### src/rtl/uart_rx_fifo_pkg.sv
// uart_rx_fifo_pkg: shared parity encodings, receiver FSM states and the 2-of-3 vote.
package uart_rx_fifo_pkg;
  localparam int PAR_NONE = 0;
  localparam int PAR_ODD  = 1;
  localparam int PAR_EVEN = 2;
  typedef enum logic [2:0] {S_IDLE, S_START, S_DATA, S_PARITY, S_STOP, S_WAIT_IDLE} state_t;
  function automatic logic majority(input logic [2:0] s);
    return (s[0] & s[1]) | (s[0] & s[2]) | (s[1] & s[2]);
  endfunction
endpackage

### src/rtl/uart_rx_fifo_if.sv
// uart_rx_fifo_if: consumer-side handshake of the receive FIFO.
interface uart_rx_fifo_if #(
  parameter int DATA_BITS  = 8,
  parameter int FIFO_DEPTH = 4
);
  logic [DATA_BITS-1:0] RxData;
  logic RxValid;
  logic RxEnable;
  logic [$clog2(FIFO_DEPTH):0] RxCount;
  modport master (output RxData, RxValid, RxCount, input RxEnable);
  modport slave (input RxData, RxValid, RxCount, output RxEnable);
endinterface

### src/rtl/uart_rx_fifo_sync_fifo.sv
// uart_rx_fifo_sync_fifo: first-word-fall-through FIFO; when empty it presents the last word popped.
module uart_rx_fifo_sync_fifo #(
  parameter int WIDTH = 8,
  parameter int DEPTH = 4
) (
  input  logic                   Clk,
  input  logic                   RxSamplerReset,
  input  logic                   push_i,
  input  logic [WIDTH-1:0]       data_i,
  input  logic                   pop_i,
  output logic [WIDTH-1:0]       data_o,
  output logic                   valid_o,
  output logic                   full_o,
  output logic [$clog2(DEPTH):0] count_o
);
  localparam int AW = $clog2(DEPTH);
  logic [WIDTH-1:0] mem_q [DEPTH];
  logic [WIDTH-1:0] last_q;
  logic [AW-1:0] wr_q, rd_q;
  logic [AW:0] cnt_q;
  logic do_push, do_pop;
  assign valid_o = cnt_q != '0;
  assign full_o  = cnt_q == (AW+1)'(DEPTH);
  assign do_pop  = pop_i & valid_o;
  assign do_push = push_i & (~full_o | do_pop);
  assign data_o  = valid_o ? mem_q[rd_q] : last_q;
  assign count_o = cnt_q;
  always_ff @(posedge Clk or negedge RxSamplerReset)
    if (!RxSamplerReset) begin
      wr_q   <= '0;
      rd_q   <= '0;
      cnt_q  <= '0;
      last_q <= '0;
    end else begin
      if (do_push) wr_q <= wr_q + 1'b1;
      if (do_pop) begin
        rd_q   <= rd_q + 1'b1;
        last_q <= mem_q[rd_q];
      end
      cnt_q <= cnt_q + (AW+1)'(do_push) - (AW+1)'(do_pop);
    end
  always_ff @(posedge Clk)
    if (do_push) mem_q[wr_q] <= data_i;
endmodule

### src/rtl/uart_rx_fifo.sv
// uart_rx_fifo: oversampled UART receiver with 2-of-3 mid-bit voting, sticky error flags
// and a first-word-fall-through receive FIFO.
module uart_rx_fifo
  import uart_rx_fifo_pkg::*;
#(
  parameter int CLOCK_FREQUENCY = 1_000_000,
  parameter int BAUD_RATE       = 9600,
  parameter int OVERSAMPLE      = 16,
  parameter int DATA_BITS       = 8,
  parameter int PARITY          = PAR_NONE,
  parameter int STOP_BITS       = 1,
  parameter int FIFO_DEPTH      = 4
) (
  input  logic           Clk,
  input  logic           RxSamplerReset,
  input  logic           RxWire,
  uart_rx_fifo_if.master rx,
  output logic           RxBusy,
  output logic           FramingError,
  output logic           ParityError,
  output logic           Overrun,
  input  logic           ClearErrors
);
  localparam int DIV = CLOCK_FREQUENCY / (BAUD_RATE * OVERSAMPLE);
  localparam int DW  = $clog2(DIV + 1);
  localparam int OW  = $clog2(OVERSAMPLE);
  state_t state_q;
  logic rx_meta_q, rx_sync_q, push_q, par_bad_q, fifo_full;
  logic [DW-1:0] div_q;
  logic [OW-1:0] os_q;
  logic [1:0] samp_q;
  logic [3:0] bit_q;
  logic [DATA_BITS-1:0] data_q;
  logic tick, samp_en, mid, bit_end, bit_d, par_d;
  // os_q counts ticks since the bit began; the vote closes on the third sample
  assign tick    = div_q == DW'(DIV - 1);
  assign samp_en = tick & (os_q == OW'(OVERSAMPLE/2 - 2) | os_q == OW'(OVERSAMPLE/2 - 1));
  assign mid     = tick & (os_q == OW'(OVERSAMPLE/2));
  assign bit_end = tick & (os_q == OW'(OVERSAMPLE - 1));
  assign bit_d   = majority({samp_q, rx_sync_q});
  assign par_d   = ^data_q ^ (PARITY == PAR_ODD);
  always_ff @(posedge Clk or negedge RxSamplerReset)
    if (!RxSamplerReset) begin
      rx_meta_q    <= 1'b1;
      rx_sync_q    <= 1'b1;
      state_q      <= S_IDLE;
      div_q        <= '0;
      os_q         <= '0;
      samp_q       <= '0;
      bit_q        <= '0;
      data_q       <= '0;
      par_bad_q    <= 1'b0;
      push_q       <= 1'b0;
      RxBusy       <= 1'b0;
      FramingError <= 1'b0;
      ParityError  <= 1'b0;
      Overrun      <= 1'b0;
    end else begin
      rx_meta_q <= RxWire;
      rx_sync_q <= rx_meta_q;
      push_q    <= 1'b0;
      div_q     <= (state_q == S_IDLE || tick) ? '0 : div_q + 1'b1;
      if (state_q == S_IDLE) os_q <= '0;
      else if (tick) os_q <= bit_end ? '0 : os_q + 1'b1;
      if (samp_en) samp_q <= {samp_q[0], rx_sync_q};
      // clears come first so an error raised in the same cycle survives
      if (ClearErrors) {FramingError, ParityError, Overrun} <= '0;
      if (push_q & fifo_full & ~rx.RxEnable) Overrun <= 1'b1;
      case (state_q)
        S_IDLE: if (!rx_sync_q) begin
          state_q   <= S_START;
          par_bad_q <= 1'b0;
          RxBusy    <= 1'b1;
        end
        S_START: if (mid & bit_d) begin
          state_q <= S_IDLE;
          RxBusy  <= 1'b0;
        end else if (bit_end) begin
          state_q <= S_DATA;
          bit_q   <= '0;
        end
        S_DATA: begin
          if (mid) data_q <= {bit_d, data_q[DATA_BITS-1:1]};
          if (bit_end) begin
            bit_q <= bit_q == 4'(DATA_BITS - 1) ? '0 : bit_q + 1'b1;
            if (bit_q == 4'(DATA_BITS - 1)) state_q <= PARITY != PAR_NONE ? S_PARITY : S_STOP;
          end
        end
        S_PARITY: if (mid) begin
          par_bad_q <= bit_d != par_d;
          if (bit_d != par_d) ParityError <= 1'b1;
        end else if (bit_end) state_q <= S_STOP;
        S_STOP: if (mid) begin
          if (!bit_d) begin
            FramingError <= 1'b1;
            state_q      <= S_WAIT_IDLE;
          end else if (bit_q == 4'(STOP_BITS - 1)) begin
            push_q  <= ~par_bad_q;
            state_q <= S_IDLE;
            RxBusy  <= 1'b0;
          end
        end else if (bit_end) bit_q <= bit_q + 1'b1;
        S_WAIT_IDLE: if (rx_sync_q) begin
          state_q <= S_IDLE;
          RxBusy  <= 1'b0;
        end
        default: state_q <= S_IDLE;
      endcase
    end
  uart_rx_fifo_sync_fifo #(.WIDTH(DATA_BITS), .DEPTH(FIFO_DEPTH)) u_fifo (
    .Clk           (Clk),
    .RxSamplerReset(RxSamplerReset),
    .push_i        (push_q),
    .data_i        (data_q),
    .pop_i         (rx.RxEnable),
    .data_o        (rx.RxData),
    .valid_o       (rx.RxValid),
    .full_o        (fifo_full),
    .count_o       (rx.RxCount)
  );
endmodule

### src/flat_wrapper.sv
// flat-port wrapper written by rule: the top's interface ports become plain ports
module uart_rx_fifo_flat import uart_rx_fifo_pkg::*;
#(
  parameter int CLOCK_FREQUENCY = 1_000_000,
  parameter int BAUD_RATE       = 9600,
  parameter int OVERSAMPLE      = 16,
  parameter int DATA_BITS       = 8,
  parameter int PARITY          = PAR_NONE,
  parameter int STOP_BITS       = 1,
  parameter int FIFO_DEPTH      = 4
)
  (Clk, RxSamplerReset, RxWire, RxBusy, FramingError, ParityError, Overrun, ClearErrors, rx_RxData, rx_RxValid, rx_RxCount, rx_RxEnable);
  uart_rx_fifo_if #(.DATA_BITS(DATA_BITS), .FIFO_DEPTH(FIFO_DEPTH)) rx_i ();
  input  logic Clk;
  input  logic RxSamplerReset;
  input  logic RxWire;
  output logic RxBusy;
  output logic FramingError;
  output logic ParityError;
  output logic Overrun;
  input  logic ClearErrors;
  output wire logic [$bits(rx_i.RxData)-1:0] rx_RxData;
  output wire logic [$bits(rx_i.RxValid)-1:0] rx_RxValid;
  output wire logic [$bits(rx_i.RxCount)-1:0] rx_RxCount;
  input wire logic [$bits(rx_i.RxEnable)-1:0] rx_RxEnable;
  assign rx_RxData = rx_i.RxData;
  assign rx_RxValid = rx_i.RxValid;
  assign rx_RxCount = rx_i.RxCount;
  assign rx_i.RxEnable = rx_RxEnable;
  uart_rx_fifo #(.CLOCK_FREQUENCY(CLOCK_FREQUENCY), .BAUD_RATE(BAUD_RATE), .OVERSAMPLE(OVERSAMPLE), .DATA_BITS(DATA_BITS), .PARITY(PARITY), .STOP_BITS(STOP_BITS), .FIFO_DEPTH(FIFO_DEPTH)) u_core (.Clk(Clk), .RxSamplerReset(RxSamplerReset), .RxWire(RxWire), .rx(rx_i), .RxBusy(RxBusy), .FramingError(FramingError), .ParityError(ParityError), .Overrun(Overrun), .ClearErrors(ClearErrors));
endmodule
### config.mk
export PLATFORM = sky130hd
export DESIGN_NAME = uart_rx_fifo_flat
export DESIGN_NICKNAME = d
export VERILOG_FILES = /design/src/rtl/uart_rx_fifo_pkg.sv /design/src/rtl/uart_rx_fifo_if.sv /design/src/rtl/uart_rx_fifo_sync_fifo.sv /design/src/rtl/uart_rx_fifo.sv /design/src/flat_wrapper.sv
export SDC_FILE = /design/constraint.sdc
export NUM_CORES = 1
export LEC_CHECK = 0
export ABC_AREA = 1
export CORE_UTILIZATION = 59
export DETAILED_ROUTE_END_ITERATION = 10
export HOLD_SLACK_MARGIN = 0.12
export PLACE_DENSITY = 0.79
export SETUP_SLACK_MARGIN = 0.5
export SYNTH_ARGS = -nofsm -noshare
export SYNTH_HDL_FRONTEND = slang
export SYNTH_SLANG_ARGS = --single-unit
### constraint.sdc
create_clock -name Clk -period 2.35 [get_ports Clk]
set_input_delay 0.705 -clock Clk [delete_from_list [all_inputs] [get_ports Clk]]
set_output_delay 0.705 -clock Clk [all_outputs]
set_load 0.005 [all_outputs]
==> flow_summary_export.csv, run 1 <==
group,metric,value,unit
sta,rsz0062_at_grt,"true",
place,postPlaceCellArea,4110,um2
min_path,hold_class,"reg -> reg",
synthesis,yosysCellCount,392,
finish,diodes,0,
floorplanning,fp.dieW,81.5,um
setup_path,cp_max_fo,3,
pwr,p_sw,0.000522,W
setup_path,ff2ff_path_depth,9,
min_path,hold_depth,0,
global_route,antenna_found_initial,0,
floorplanning,die_y,81.5,um
synthesis,netlist_area,3730,um2
finish,nFillCells,427,
sta,worst_slew_pin_slew,0.710,ns
synthesis,synth_flops,79,
finish,final_net_count,464,
sta,fmax,0.430,GHz
finish,mostFrequentLayoutCells,"nand2_1, dfrtp_1, inv_1",
synthesis,ys_seq_share,0.574,
setup_path,rr_endpoint,"u_core.u_fifo.count_o[1]",
clocking,clk_latency,0.35,ns
finish,drive_gt1_frac,0.207,
clocking,clkSlewWorstSetupHoldPaths,0.08,ns
clocking,htree_levels,3,
pwr,power.density,573,nW/um2
sta,finClkSkew,0.0108,ns
synthesis,post_synth.cell_area_avg,9.51,um2
finish,seq_area,2140,um2
pwr,power.internal,0.00204,W
synthesis,syn_inst,392,
synthesis,async_flop_share,0.595,
global_route,grt_pass1_wl,11.6,mm
finish,lay_top_count,"nand2_1",
pwr,worst_ir_drop_vdd,0.000337,V
synthesis,largest_area_cell,"dfrtp_1",
run_status,status,"complete, no violations",
global_route,grt_overflow,0,
clocking,cts_buffers,9,
min_path,hold_end,"u_core.rx_sync_q",
floorplanning,initial_core_util,0.622,
sta,finalClockPeriodUsage,0.990,
setup_path,r2r-start,"u_core.u_fifo.count_o[1]",
pwr,seqPwrFrac,0.560,
pwr,p_sw_frac,0.204,
setup_path,worst_setup_path_end_kind,"primary output",
routing,avgViaCountPerCell,5.37,
min_path,hold_path.startpoint,"u_core.rx_meta_q",
routing,drt_pre_antenna_iters,5,
clocking,hold_buffers,0,
global_route,grt_max_degree,31,
floorplanning,io_pins,21,
run,maxCapViolations,0,
sta,finalHoldViolations,0,
setup_path,start_kind,"register",
sta,min_period,2.33,ns
setup_path,reg2reg_slack,0.15,ns
synthesis,synthDistinctLibCells,36,
synthesis,top_area_frac,0.302,
clocking,root_buffer,"clkbuf_8",
place,gp_congestion,0.862,
clocking,cts_tree,"built",
synthesis,synth-edff-count,32,
routing,drtAntennaViolNets,0,
clocking,numClockSinks,79,
place,portBuffers,20,
setup_path,crit_required,1.64,ns
synthesis,yosys-top-cells-area,"dfrtp_1, edfxtp_1, nand2_1",
sta,setup_viol_count_final,0,
pwr,comb_power_share,0.015,
pwr,leakagePower,2.14,nW
routing,drt_iter0_markers,153,
place,dp_hpwl,4.73,mm
synthesis,ys_area,3730,um2
setup_path,arrival,1.62,ns
global_route,grt_pass1_vias,2644,
global_route,track_usage,0.237,
run,warnings,36,
sta,maxSlewViolCount,0,
floorplanning,dieArea,6640,um2
sta,relSlewSlack,0.527,
clocking,clk_path_buf_depth,2,
synthesis,synth_warnings,0,
pwr,clkPwrFrac,0.425,
routing,drc,0,
synthesis,synthTopCellsByCount,"nand2_1, dfrtp_1, inv_1, edfxtp_1, o21ai_0",
finish,logic_area,1410,um2
synthesis,top_cell,"nand2_1",
setup_path,setup.worst_path.class,"reg -> out",
synthesis,syn_nets,411,
synthesis,ff_type,"dfrtp_1",
==> run 1: power groups by stage <==
| stage | Clock (W) | Sequential (W) | Combinational (W) |
|---|---|---|---|
| 4_1_cts | 0.00110 | 0.00143 | 0.0000397 |
| 3_5_place_dp | 0 | 0.00146 | 0.0000402 |
| 2_1_floorplan | 0 | 0.00146 | 0.0000107 |
| 3_3_place_gp | 0 | 0.00146 | 0.0000397 |
| 5_1_grt | 0.00118 | 0.00143 | 0.0000448 |
| 6_report | 0.00109 | 0.00143 | 0.0000388 |
==> run 1: kinds of logic after synthesis <==
logic type	after synthesis	synth area share
simple gates	176	0.198
flops	79	0.574
compound gates	64	0.106
buf+inv	52	0.0561
fa+ha+maj	14	0.0490
xor+xnor	7	0.0165
==> run 1: metal layers <==
metal	GRT usage	part of all wire	wire, um
met2	0.425	0.52	3960
met4	0.0804	0.021	158
met5	0	0	0
met1	0.273	0.42	3230
met3	0.0633	0.039	301
==> run 1: worst max path at each step <==
stage / from / end / slack, ns / depth (start not counted)
2_1_floorplan: u_core.u_fifo.count_o[1] / u_core.u_fifo.count_o[2] / 0.19 / 8
3_3_place_gp: rx_RxEnable / u_core.u_fifo.count_o[2] / -0.16 / 8
3_5_place_dp: rx_RxEnable / u_core.u_fifo.count_o[2] / -0.21 / 8
4_1_cts: u_core.u_fifo.rd_q[1] / rx_RxData[3] / 0.03 / 6
5_1_grt: u_core.u_fifo.rd_q[1] / rx_RxData[7] / -0.04 / 6
6_report: u_core.u_fifo.rd_q[1] / rx_RxData[5] / 0.02 / 6
==> run 1: critical path, stage by stage (launching register included) <==
cell and delay, ns:
dfrtp_2 0.42, clkinvlp_4 0.14, buf_6 0.14, buf_6 0.10, a32o_2 0.24, o21ai_1 0.12
buf_2 0.12
==> run 1: flip-flops by register name, indices dropped and copies added (netlist names), 3 cells and up <==
register,count
u_core.os_q,4
u_core.u_fifo.mem_q,32
u_core.data_q,8
u_core.u_fifo.last_q,8
u_core.u_fifo.count_o,3
u_core.bit_q,4
u_core.div_q,3
u_core.state_q,3
==> run 1: repair_timing <==
action | in CTS | in global routing
cloned | 1 | 0
resized | 73 | 9
endpoints found under the hold margin | 0 | 0
setup endpoints to repair | 18 | 13
setup buffers | 11 | 3
pin swaps | 13 | 6
==> run 1: metrics by stage <==
stage / total power [W] / worst slack [ns] / cells / hold slack [ns] / TNS [ns]
3_3_place_gp: 0.00150 / -0.164 / 494 / 0.345 / -0.294
6_report: 0.00256 / 0.0238 / 525 / 0.357 / 0
2_1_floorplan: 0.00147 / 0.188 / 392 / 0.345 / 0
4_1_cts: 0.00257 / 0.0324 / 522 / 0.359 / 0
3_5_place_dp: 0.00150 / -0.205 / 494 / 0.347 / -0.466
5_1_grt: 0.00265 / -0.0446 / 525 / 0.361 / -0.224
==> run 1: layout make-up <==
class | instances | area share
timing repair buffer | 48 | 0.0955
timing repair inverter | 1 | 0.00168
tap | 75 | 0.0210
inverter | 45 | 0.0389
multi-input combinational | 261 | 0.315
clock inverter | 6 | 0.0193
sequential | 79 | 0.479
clock buffer | 10 | 0.0286
Fig. 1: run 1, cell sizes after repair
(4 px per um)
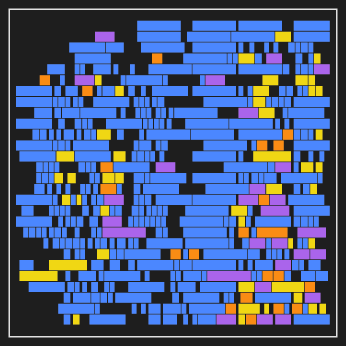
colour	size	cells	most used
blue	_0 and _1 cells	357	nand2_1
yellow	_2 cells	45	buf_2
orange	_3 and _4 cells	21	buf_4
purple	_6 and larger	27	buf_6
final critical-path setup slack: 0.0238 ns
non-clock buffer total of the final layout: 48
Final Cell Area: 4470 um2
area delta synth->final: 19.8%

Fig. 2: run 1, signal wires on met1
(6 px per um)
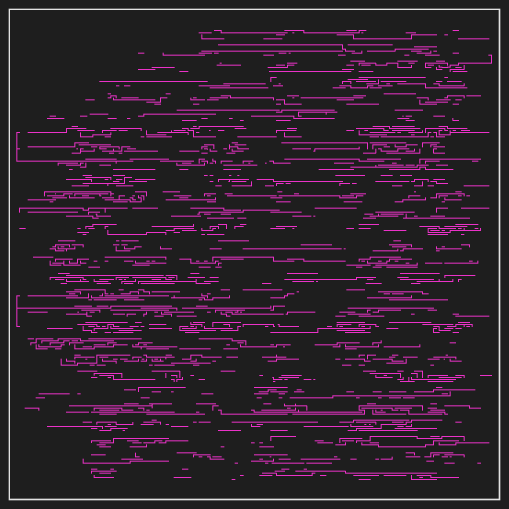
share of all routed wire	42%
longest straight run	23.5 um
nets with wire on the layer	419
routed vias: 2819
drt total wl: 7.65 mm
GR Layer Usage met1: 0.273

Fig. 3: run 1, placed cells, one colour a class
(4 px per um)
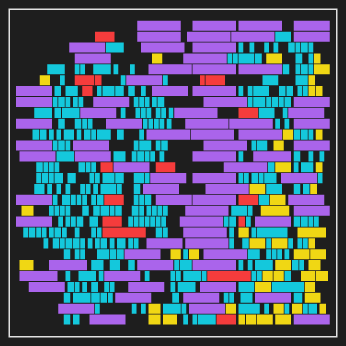
colour	class	cells	share of their area
cyan	combinational and other logic	307	36%
red	clock drivers and dummy loads	16	4.9%
yellow	other buffers and delay cells	48	9.8%
purple	flops	79	49%
core area: 5990 um2
num rows: 28
flop share of the area: 0.479

Fig. 4: run 1, routing congestion map
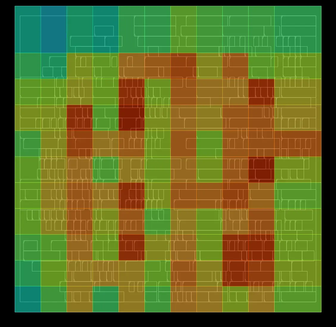
met2 usage: 0.425
global routing's busiest layer: met2
grt met3 use: 0.0633
wire per inst: 14.6 um
fin util: 0.745

==> inputs of run 2 (changes only) <==
Settings changed: CORE_ASPECT_RATIO set to 1.25, PLACE_DENSITY 0.79 to 0.84.
Fig. 5: run 2, zoomed window
Window x 6 to 31, y 56 to 81 um. Cells in grey, sequential cells in the stronger grey; small squares are vias.
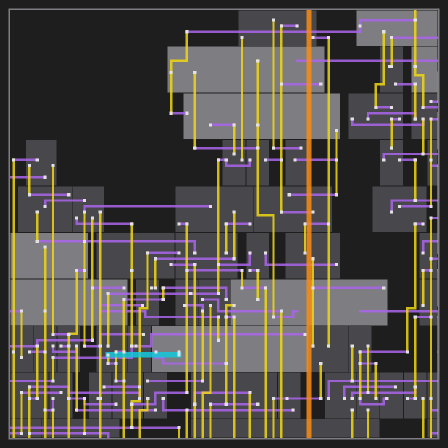
colour	layer
orange	metal 4
cyan	metal 3
purple	metal 1
yellow	metal 2
sequential cells in the window	6
cells with their middle in the window	46
netlist names of flops here include	u_core.div_q (3), u_core.os_q (2)
most frequent	inv_1 (8), nand2_1 (8), dfrtp_1 (6)

Fig. 6: run 2, placed cells, one colour a class
(4 px per um)
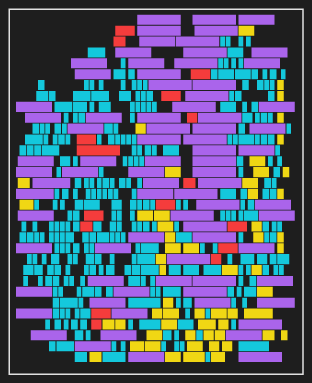
colour	class	cells	share of their area
red	clock drivers and dummy loads	16	4.5%
purple	flops	79	48%
yellow	other buffers and delay cells	57	11%
cyan	combinational and other logic	307	36%
core area: 6130 um2
flop share of the area: 0.467
fin util: 0.748
num rows: 32
Final Cell Area: 4580 um2

==> run 2 against run 1 <==
First-iteration DRC count fell by 6.5%. Combinational power rose by 2%. Design area rose by 2.6%. Highest routed layer unchanged. Setup slack improved by 0.0053 ns. Fmax rose by 0.23%.
==> flow_summary_export.csv, run 2 <==
group,metric,value,unit
finish,mostFrequentLayoutCells,"nand2_1, dfrtp_1, inv_1",
global_route,grt_pass1_vias,2898,
synthesis,synth_flops,79,
finish,finalNonFillerCells,544,
pwr,power.density,551,nW/um2
sta,relSlewSlack,0.707,
synthesis,syn_inst,392,
sta,maxSlewViolCount,0,
sta,fin_setup_tns,0,ns
synthesis,syn_nets,411,
pwr,p_sw_frac,0.230,
floorplanning,dieArea,6640,um2
floorplanning,fp.dieW,73.1,um
finish,drive_gt1_frac,0.233,
sta,min_period,2.32,ns
setup_path,arrival,1.62,ns
finish,reg_top3,"u_core.u_fifo.mem_q x32, u_core.data_q x8, u_core.u_fifo.last_q x8",
routing,drtAntennaViolNets,0,
pwr,p_sw,0.000580,W
global_route,grt_max_degree,19,
clocking,clk_latency,0.37,ns
setup_path,cp_max_fo,8,
clocking,htree_levels,3,
routing,drt_iter0_markers,143,
synthesis,synth_warnings,0,
setup_path,crit_required,1.64,ns
clocking,root_buffer,"clkbuf_8",
place,gp_congestion,0.875,
synthesis,yosysCellCount,392,
routing,wl_per_cell,15.3,um
setup_path,cpMaxStageDelayCell,"dfrtp_2",
setup_path,setup.worst_path.class,"reg -> out",
synthesis,ys_area,3730,um2
finish,lay_top_count,"nand2_1",
sta,finClkSkew,0.0210,ns
synthesis,synthTopCellsByCount,"nand2_1, dfrtp_1, inv_1, edfxtp_1, o21ai_0",
global_route,track_usage,0.263,
clocking,numClockSinks,79,
synthesis,largest_area_cell,"dfrtp_1",
min_path,hold_class,"in -> async",
clocking,cts_buffers,9,
finish,diodes,0,
setup_path,path_cells,"buf_6, clkinvlp_4, a21oi_1, a32o_1, o21ai_1, buf_2",
clocking,clk_path_buf_depth,2,
sta,setup_viol_count_final,0,
place,postPlaceCellArea,4120,um2
global_route,grt_pass1_wl,13.0,mm
synthesis,synthDistinctLibCells,36,
sta,fmax,0.431,GHz
finish,syn2layout_area_growth,23.0,%
floorplanning,initial_core_util,0.608,
pwr,seqPwrFrac,0.568,
place,portBuffers,20,
run_status,status,"complete, no violations",
synthesis,netlist_area,3730,um2
setup_path,worst-path-buf-inv,3,
place,dp_hpwl,4.95,mm
pwr,clkPwrFrac,0.416,
routing,drc,0,
sta,finalClockPeriodUsage,0.988,
synthesis,ff_type,"dfrtp_1",
sta,hold_slack,0.273,ns
finish,top_register,"u_core.u_fifo.mem_q",
finish,largest_reg_flops,32,
finish,final_net_count,473,
place,numPlacedInstances,506,
floorplanning,die_y,90.9,um
setup_path,worst_setup_path_end_kind,"primary output",
setup_path,start_kind,"register",
floorplanning,io_pins,21,
synthesis,post_synth.cell_area_avg,9.51,um2
sta,finalHoldViolations,0,
sta,worst_slew_pin_slew,0.440,ns
run,maxCapViolations,0,
synthesis,async_flop_share,0.595,
routing,drt_pre_antenna_iters,5,
pwr,leakagePower,2.17,nW
global_route,antenna_found_initial,0,
synthesis,yosys-top-cells-area,"dfrtp_1, edfxtp_1, nand2_1",
routing,dr_total_vias,2959,
synthesis,top_cell,"nand2_1",
setup_path,slowest_delay,0.41,ns
routing,avgViaCountPerCell,5.44,
synthesis,top_area_frac,0.302,
clocking,clkSlewWorstSetupHoldPaths,0.09,ns
pwr,power.internal,0.00194,W
pwr,comb_power_share,0.016,
synthesis,ys_seq_share,0.574,
pwr,worst_ir_drop_vdd,0.000372,V
clocking,cts_tree,"built",
run,warnings,36,
global_route,grt_overflow,0,
sta,rsz0062_at_grt,"true",
setup_path,path_delay_family,"AND-OR/OR-AND gates",
routing,wl,8.31,mm
synthesis,synth-edff-count,32,
==> run 2: cell types whose count changed in the layout (fill, tap and decap cells not counted), moves of 2 or more <==
cell,previous run,this run
o21ai_1,14,16
o21ai_2,4,2
a32o_1,0,2
clkinvlp_4,3,5
nor2_1,23,18
a32o_2,8,6
nor2_4,1,5
buf_4,14,18
inv_6,0,3
buf_6,14,19
==> run 2: cells by family (layout without fill, tap and decap cells) <==
| logic type | after synthesis | count (layout) | synth area share |
|---|---|---|---|
| xor+xnor | 7 | 7 | 0.0165 |
| compound gates | 64 | 64 | 0.106 |
| simple gates | 176 | 176 | 0.198 |
| flops | 79 | 79 | 0.574 |
| fa+ha+maj | 14 | 14 | 0.0490 |
| buf+inv | 52 | 119 | 0.0561 |
==> run 2: timing repair <==
item / in CTS / in global routing
resized: 72 / 26
cloned: 1 / 0
setup buffers: 18 / 3
pin swaps: 13 / 2
hold buffers: 0 / 0
endpoints found under the setup margin: 18 / 44
==> run 2: path summary, 6_finish.rpt <==
kind,start,end,slack (ns),depth (start not counted)
min reg2reg,u_core.rx_meta_q,u_core.rx_sync_q,0.38,0
min,RxSamplerReset,u_core.Overrun,0.27,1
min in group Clk,u_core.rx_meta_q,u_core.rx_sync_q,0.38,0
max in group asynchronous,RxSamplerReset,u_core.rx_sync_q,1.43,2
max reg2reg,u_core.u_fifo.count_o[1],u_core.u_fifo.count_o[2],0.05,9
max,u_core.u_fifo.rd_q[1],rx_RxData[1],0.03,6
==> run 2: cell type report <==
type	instances	area, um2
Clock buffer	9	124
Sequential cell	79	2140
Tap cell	85	106
Multi-Input combinational cell	261	1440
Inverter	45	175
Timing Repair Buffer	57	512
Timing Repair inverter	1	7.51
Fill cell	418	1540
Clock inverter	7	78.8
==> run 2: per-stage QoR <==
step | power (W) | setup WS [ns]
after floorplan | 0.00147 | 0.188
after global placement | 0.00150 | -0.153
after detailed placement | 0.00150 | -0.201
after CTS | 0.00251 | 0.0442
after global routing | 0.00259 | -0.0199
final | 0.00252 | 0.0291
==> run 2: power groups by stage <==
stage	Combinational [W]	Sequential [W]	Clock [W]
after CTS	0.0000401	0.00143	0.00104
after floorplan	0.0000107	0.00146	0
after global routing	0.0000452	0.00143	0.00111
after detailed placement	0.0000395	0.00146	0
final	0.0000395	0.00143	0.00105
after global placement	0.0000386	0.00146	0
==> run 2: per-layer routing <==
| layer | GRT usage | wire length (um) | part of all wire | vias to the layer above |
|---|---|---|---|---|
| met5 | 0 | 0 | 0 | - |
| met4 | 0.132 | 371 | 0.045 | 0 |
| met3 | 0.0603 | 351 | 0.042 | 31 |
| met2 | 0.468 | 4400 | 0.53 | 78 |
| met1 | 0.282 | 3190 | 0.38 | 1435 |
| li1 | - | - | - | 1415 |
Power is estimated from default activity; no workload was simulated.
